## config.mk

```make
export PLATFORM = sky130hd
export DESIGN_NAME = etapa_id_segmentada
export DESIGN_NICKNAME = d
export VERILOG_FILES = /design/src/rtl/etapa_id_segmentada.sv
export SDC_FILE = /design/constraint.sdc
export NUM_CORES = 2
export LEC_CHECK = 0
export CAP_MARGIN = 20
export CORE_UTILIZATION = 40
export CTS_CLUSTER_SIZE = 40
export DETAILED_ROUTE_END_ITERATION = 10
export PLACE_DENSITY = 0.61
export SYNTH_ARGS = -nofsm -noshare
export SYNTH_HDL_FRONTEND = slang
export SYNTH_SLANG_ARGS = --single-unit
```

## constraint.sdc

```tcl
create_clock -name clk -period 4.2 [get_ports clk]
set_clock_uncertainty 0.05 [all_clocks]
set_input_delay 1.05 -clock clk [delete_from_list [all_inputs] [get_ports clk]]
set_output_delay 1.05 -clock clk [all_outputs]
set_load 0.03 [all_outputs]
```

## src/rtl/etapa_id_segmentada.sv

```systemverilog
// -----------------------------------------------------------------------------
// etapa_id_segmentada
//
// Instruction-decode stage of the pipelined MIPS core. It sits between the
// IF/ID register and the EX stage. Each cycle it:
//   - decodes the IF/ID instruction into control bits,
//   - reads rs/rt from the register bank, with an optional same-cycle
//     write-through from WB,
//   - detects load-use hazards against the load currently in EX,
//   - resolves J in ID (target and taken flag are combinational),
//   - registers every decoded field into the ID/EX pipeline register.
//
// Ports
//   clk, rst                 rising-edge clock, synchronous active-high reset
//   instruccion_if[31:0]     instruction held in IF/ID
//   pc_plus4_if[31:0]        PC+4 held in IF/ID
//   valido_if                IF/ID holds a real instruction
//   wb_escribir/wb_rd/wb_dato  register write port driven by WB
//   ex_mem_leer_in/ex_rt_in  the instruction in EX is a load into ex_rt_in
//   flush                    a taken branch downstream kills the ID slot
//   stall_if                 hold PC and IF/ID (combinational)
//   salto_id/dir_salto       J taken this cycle and its target (combinational)
//   ex_*                     ID/EX pipeline register contents
//
// Pipeline handshake: valido_if qualifies the IF/ID slot. When stall_if is
// high the upstream stages must hold PC and IF/ID unchanged, and this stage
// inserts a bubble (all ex_* = 0) into ID/EX. flush has priority over a stall:
// it kills the ID slot, drops stall_if and inserts a bubble. ex_valido marks a
// real instruction in ID/EX; it is high exactly one cycle after an accepted
// (valid, not stalled, not flushed) instruction.
// -----------------------------------------------------------------------------
module etapa_id_segmentada #(
    parameter int ANCHO_DATO      = 32,
    parameter int NUM_REGS        = 32,
    parameter bit HABILITA_BYPASS = 1'b1
) (
    input  logic                  clk,
    input  logic                  rst,
    input  logic [31:0]           instruccion_if,
    input  logic [31:0]           pc_plus4_if,
    input  logic                  valido_if,
    input  logic                  wb_escribir,
    input  logic [4:0]            wb_rd,
    input  logic [ANCHO_DATO-1:0] wb_dato,
    input  logic                  ex_mem_leer_in,
    input  logic [4:0]            ex_rt_in,
    input  logic                  flush,
    output logic                  stall_if,
    output logic                  salto_id,
    output logic [31:0]           dir_salto,
    output logic                  ex_valido,
    output logic                  ex_reg_escribir,
    output logic                  ex_mem_leer,
    output logic                  ex_mem_escribir,
    output logic                  ex_mem_a_reg,
    output logic                  ex_alu_fuente,
    output logic                  ex_branch,
    output logic [1:0]            ex_alu_op,
    output logic [ANCHO_DATO-1:0] ex_dr1,
    output logic [ANCHO_DATO-1:0] ex_dr2,
    output logic [ANCHO_DATO-1:0] ex_ext,
    output logic [4:0]            ex_rs,
    output logic [4:0]            ex_rt,
    output logic [4:0]            ex_rd_dest,
    output logic [5:0]            ex_funct,
    output logic [31:0]           ex_pc_plus4,
    output logic                  ex_ilegal
);

    // Bank index width: low log2(NUM_REGS) bits of each 5-bit register field.
    localparam int IDX = (NUM_REGS > 1) ? $clog2(NUM_REGS) : 1;

    localparam logic [5:0] OP_R    = 6'b000000;
    localparam logic [5:0] OP_LW   = 6'b100011;
    localparam logic [5:0] OP_SW   = 6'b101011;
    localparam logic [5:0] OP_BEQ  = 6'b000100;
    localparam logic [5:0] OP_ADDI = 6'b001000;
    localparam logic [5:0] OP_J    = 6'b000010;

    typedef struct packed {
        logic                  valido;
        logic                  reg_escribir;
        logic                  mem_leer;
        logic                  mem_escribir;
        logic                  mem_a_reg;
        logic                  alu_fuente;
        logic                  branch;
        logic [1:0]            alu_op;
        logic                  ilegal;
        logic [ANCHO_DATO-1:0] dr1;
        logic [ANCHO_DATO-1:0] dr2;
        logic [ANCHO_DATO-1:0] ext;
        logic [4:0]            rs;
        logic [4:0]            rt;
        logic [4:0]            rd_dest;
        logic [5:0]            funct;
        logic [31:0]           pc_plus4;
    } id_ex_t;

    // ---------------------------------------------------------------- fields
    logic [5:0]  opcode;
    logic [4:0]  rs_f;
    logic [4:0]  rt_f;
    logic [4:0]  rd_f;
    logic [IDX-1:0] rs_i;
    logic [IDX-1:0] rt_i;
    logic [IDX-1:0] wb_i;
    logic signed [15:0] imm;

    assign opcode = instruccion_if[31:26];
    assign rs_f   = instruccion_if[25:21];
    assign rt_f   = instruccion_if[20:16];
    assign rd_f   = instruccion_if[15:11];
    assign rs_i   = rs_f[IDX-1:0];
    assign rt_i   = rt_f[IDX-1:0];
    assign wb_i   = wb_rd[IDX-1:0];
    assign imm    = instruccion_if[15:0];

    // ---------------------------------------------------------- register bank
    logic [ANCHO_DATO-1:0] banco [NUM_REGS];

    // Entry 0 is never written; its reads are forced to zero below anyway.
    always_ff @(posedge clk) begin
        if (rst) begin
            for (int i = 0; i < NUM_REGS; i++) begin
                banco[i] <= '0;
            end
        end else if (wb_escribir && (wb_i != '0)) begin
            banco[wb_i] <= wb_dato;
        end
    end

    // Read ports. A WB write to the same register in this cycle is forwarded
    // so the decoded operand is not one cycle stale.
    logic [ANCHO_DATO-1:0] dr1;
    logic [ANCHO_DATO-1:0] dr2;

    always_comb begin
        dr1 = '0;
        if (rs_i != '0) begin
            if (HABILITA_BYPASS && wb_escribir && (wb_i == rs_i)) begin
                dr1 = wb_dato;
            end else begin
                dr1 = banco[rs_i];
            end
        end
    end

    always_comb begin
        dr2 = '0;
        if (rt_i != '0) begin
            if (HABILITA_BYPASS && wb_escribir && (wb_i == rt_i)) begin
                dr2 = wb_dato;
            end else begin
                dr2 = banco[rt_i];
            end
        end
    end

    // ------------------------------------------------------------------ decode
    id_ex_t siguiente;

    always_comb begin
        siguiente          = '0;
        siguiente.valido   = 1'b1;
        siguiente.dr1      = dr1;
        siguiente.dr2      = dr2;
        siguiente.ext      = ANCHO_DATO'(imm);
        siguiente.rs       = rs_f;
        siguiente.rt       = rt_f;
        siguiente.funct    = instruccion_if[5:0];
        siguiente.pc_plus4 = pc_plus4_if;
        // rd_dest stays 0 for instructions that do not write the bank.
        case (opcode)
            OP_R: begin
                siguiente.rd_dest      = rd_f;
                siguiente.reg_escribir = 1'b1;
                siguiente.alu_op       = 2'b10;
            end
            OP_LW: begin
                siguiente.rd_dest      = rt_f;
                siguiente.reg_escribir = 1'b1;
                siguiente.mem_leer     = 1'b1;
                siguiente.mem_a_reg    = 1'b1;
                siguiente.alu_fuente   = 1'b1;
            end
            OP_SW: begin
                siguiente.mem_escribir = 1'b1;
                siguiente.alu_fuente   = 1'b1;
            end
            OP_BEQ: begin
                siguiente.branch = 1'b1;
                siguiente.alu_op = 2'b01;
            end
            OP_ADDI: begin
                siguiente.rd_dest      = rt_f;
                siguiente.reg_escribir = 1'b1;
                siguiente.alu_fuente   = 1'b1;
            end
            OP_J: begin
                // Resolved here through salto_id; no EX control needed.
            end
            default: begin
                siguiente.ilegal = 1'b1;
            end
        endcase
    end

    // ---------------------------------------------------- load-use / jump
    // rt is a source operand only for R-type, SW and BEQ; for LW/ADDI it is
    // the destination, so a match on it is not a hazard.
    logic lee_rt;
    logic carga_pendiente;

    assign lee_rt          = (opcode == OP_R) || (opcode == OP_SW) || (opcode == OP_BEQ);
    assign carga_pendiente = ex_mem_leer_in && (ex_rt_in != 5'd0) &&
                             ((ex_rt_in == rs_f) || ((ex_rt_in == rt_f) && lee_rt));
    assign stall_if        = valido_if && !flush && carga_pendiente;
    assign salto_id        = valido_if && (opcode == OP_J) && !flush && !stall_if && !rst;
    assign dir_salto       = {pc_plus4_if[31:28], instruccion_if[25:0], 2'b00};

    // ------------------------------------------------------------------ ID/EX
    id_ex_t id_ex;

    // Reset, flush, stall and an empty IF/ID slot all load the same bubble.
    always_ff @(posedge clk) begin
        if (rst || flush || stall_if || !valido_if) begin
            id_ex <= '0;
        end else begin
            id_ex <= siguiente;
        end
    end

    assign ex_valido       = id_ex.valido;
    assign ex_reg_escribir = id_ex.reg_escribir;
    assign ex_mem_leer     = id_ex.mem_leer;
    assign ex_mem_escribir = id_ex.mem_escribir;
    assign ex_mem_a_reg    = id_ex.mem_a_reg;
    assign ex_alu_fuente   = id_ex.alu_fuente;
    assign ex_branch       = id_ex.branch;
    assign ex_alu_op       = id_ex.alu_op;
    assign ex_ilegal       = id_ex.ilegal;
    assign ex_dr1          = id_ex.dr1;
    assign ex_dr2          = id_ex.dr2;
    assign ex_ext          = id_ex.ext;
    assign ex_rs           = id_ex.rs;
    assign ex_rt           = id_ex.rt;
    assign ex_rd_dest      = id_ex.rd_dest;
    assign ex_funct        = id_ex.funct;
    assign ex_pc_plus4     = id_ex.pc_plus4;

endmodule

```

Fig. 1: cells coloured by class
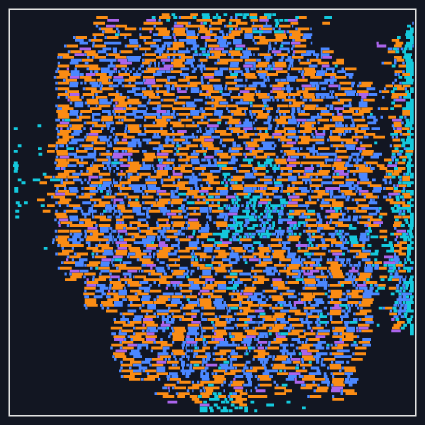
- cyan: remaining buffers and delay cells (cells 563; share of their area 8.7%)
- purple: clock drivers and dummy loads (cells 236; share of their area 6.3%)
- blue: combinational and other logic (cells 2475; share of their area 35%)
- orange: sequential cells (cells 1160; share of their area 50%)
row count: 140
post-route cell area: 69900 um2
Finished Core Util: 47.8%
core area: 146000 um2

Fig. 2: clock network drawn from the DEF
Scale bar: 100 um.
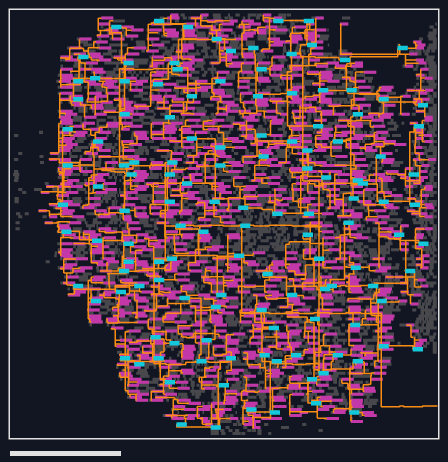
- magenta: flip-flops (count 1160)
- cyan: clock drivers (count 130)
- orange: clock wires (length 15100 um)
- routed clock nets: 131

Fig. 3: clock nets
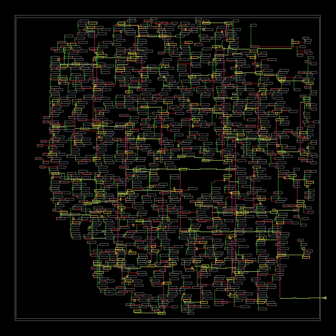
clock group power: 0.0116 W
total clock sinks: 1160

Fig. 4: wiring heat map
The die is cut into 39 by 39 equal tiles; dark blue is low, red is high, scaled to the fullest tile. Values are wire area over tile area, all layers added.
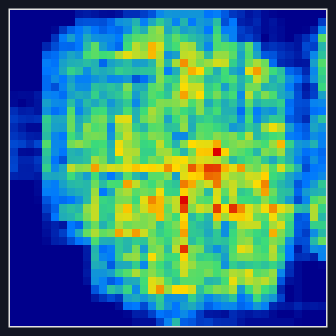
- fullest tile: 0.68
- emptiest ninth of the die: lower left
- tiles over half the peak: 30%
Total GRT Usage: 28.1%
WL/cell: 33.4 um
total wire length: 212000 um

==> impl_metrics.py <==
# Generated from Yosys and OpenROAD reports
metrics = {
    "finish": {
        "comb_area_um2": 23800,
        "layout_top_cell": "edfxtp_1",
        "largest_reg_flops": 1024,
    },
    "setup_path": {
        "worst-path-buf-inv": 2,
        "crit_chain": "clkdlybuf4s50_1, nand3_1, or3b_1, a2111oi_4, o221ai_4, nand2_2, nor3_1, buf_4",
        "max_stage_delay_ps": 480,
        "crit_fanout": 4,
        "cp.required_ps": 3100,
        "crit_type": "in -> out",
        "path_depth": 8,
    },
    "synthesis": {
        "top_cell": "edfxtp_1",
        "synth_area_um2": 59200,
        "top_cells_by_count": "edfxtp_1 (1024), and2_1 (993), mux4_2 (457), clkbuf_1 (282), mux2i_1 (192)",
        "ys_sh_adder_pct": 0.0169,
        "ys.flops": 1160,
        "flop_cell": "edfxtp_1",
        "syn_avg_cell_area_um2": 14.5,
        "edf_count": 1024,
    },
    "sta": {
        "hold_viol_final": 0,
        "rsz0062_at_grt": "no",
    },
    "place": {
        "io_buffer_count": 302,
    },
    "detailed_routing": {
        "wl_met2_um": 99900,
        "drt_iter0_markers": 5173,
        "met1_length_um": 81500,
        "vias": 38928,
        "highest_layer": "met5",
    },
    "status": {
        "outcome": "complete, no violations",
    },
    "power": {
        "powerComb_w": 0.00344,
        "clock_power_share_pct": 40.8,
        "powerDensity_nw_per_um2": 408,
        "p_int_w": 0.0214,
        "switchingPower_w": 0.00706,
        "power_leakage_nw": 24.7,
    },
    "die": {
        "die_area_um2": 149000,
    },
    "cts": {
        "cts-root-buf": "clkbuf_16",
    },
    "global_routing": {
        "grt_overflow_total": 0,
    },
}
-- through the flow --
step	cells	cell area [um2]	total power, W	utilization, %
floorplan	4113	59300	0.0156	-
detailed placement	6103	65300	0.0170	44.6
CTS	6339	69600	0.0285	47.6
global route	6351	69800	0.0292	47.8
global placement	6101	65300	0.0170	44.6
finish	6358	69900	0.0285	47.8
-- what timing repair did --
item / 4_1_cts / 5_1_grt
gates resized: 1 / 2
setup endpoints to repair: 1 / 2
hold endpoints to repair: 0 / 0
cloned: 0 / 0
-- area by class of cell --
type,instances,share of cell area (%)
clock buffer,177,5.17
timing repair buffer,563,8.42
sequential,1160,47.9
multi-input combinational,2471,34.1
clock inverter,59,0.953
inverter,4,0.0251
antenna,7,0.0251
tap,1917,3.43
Power figures rest on the tool's default switching activity, not on a simulated workload.
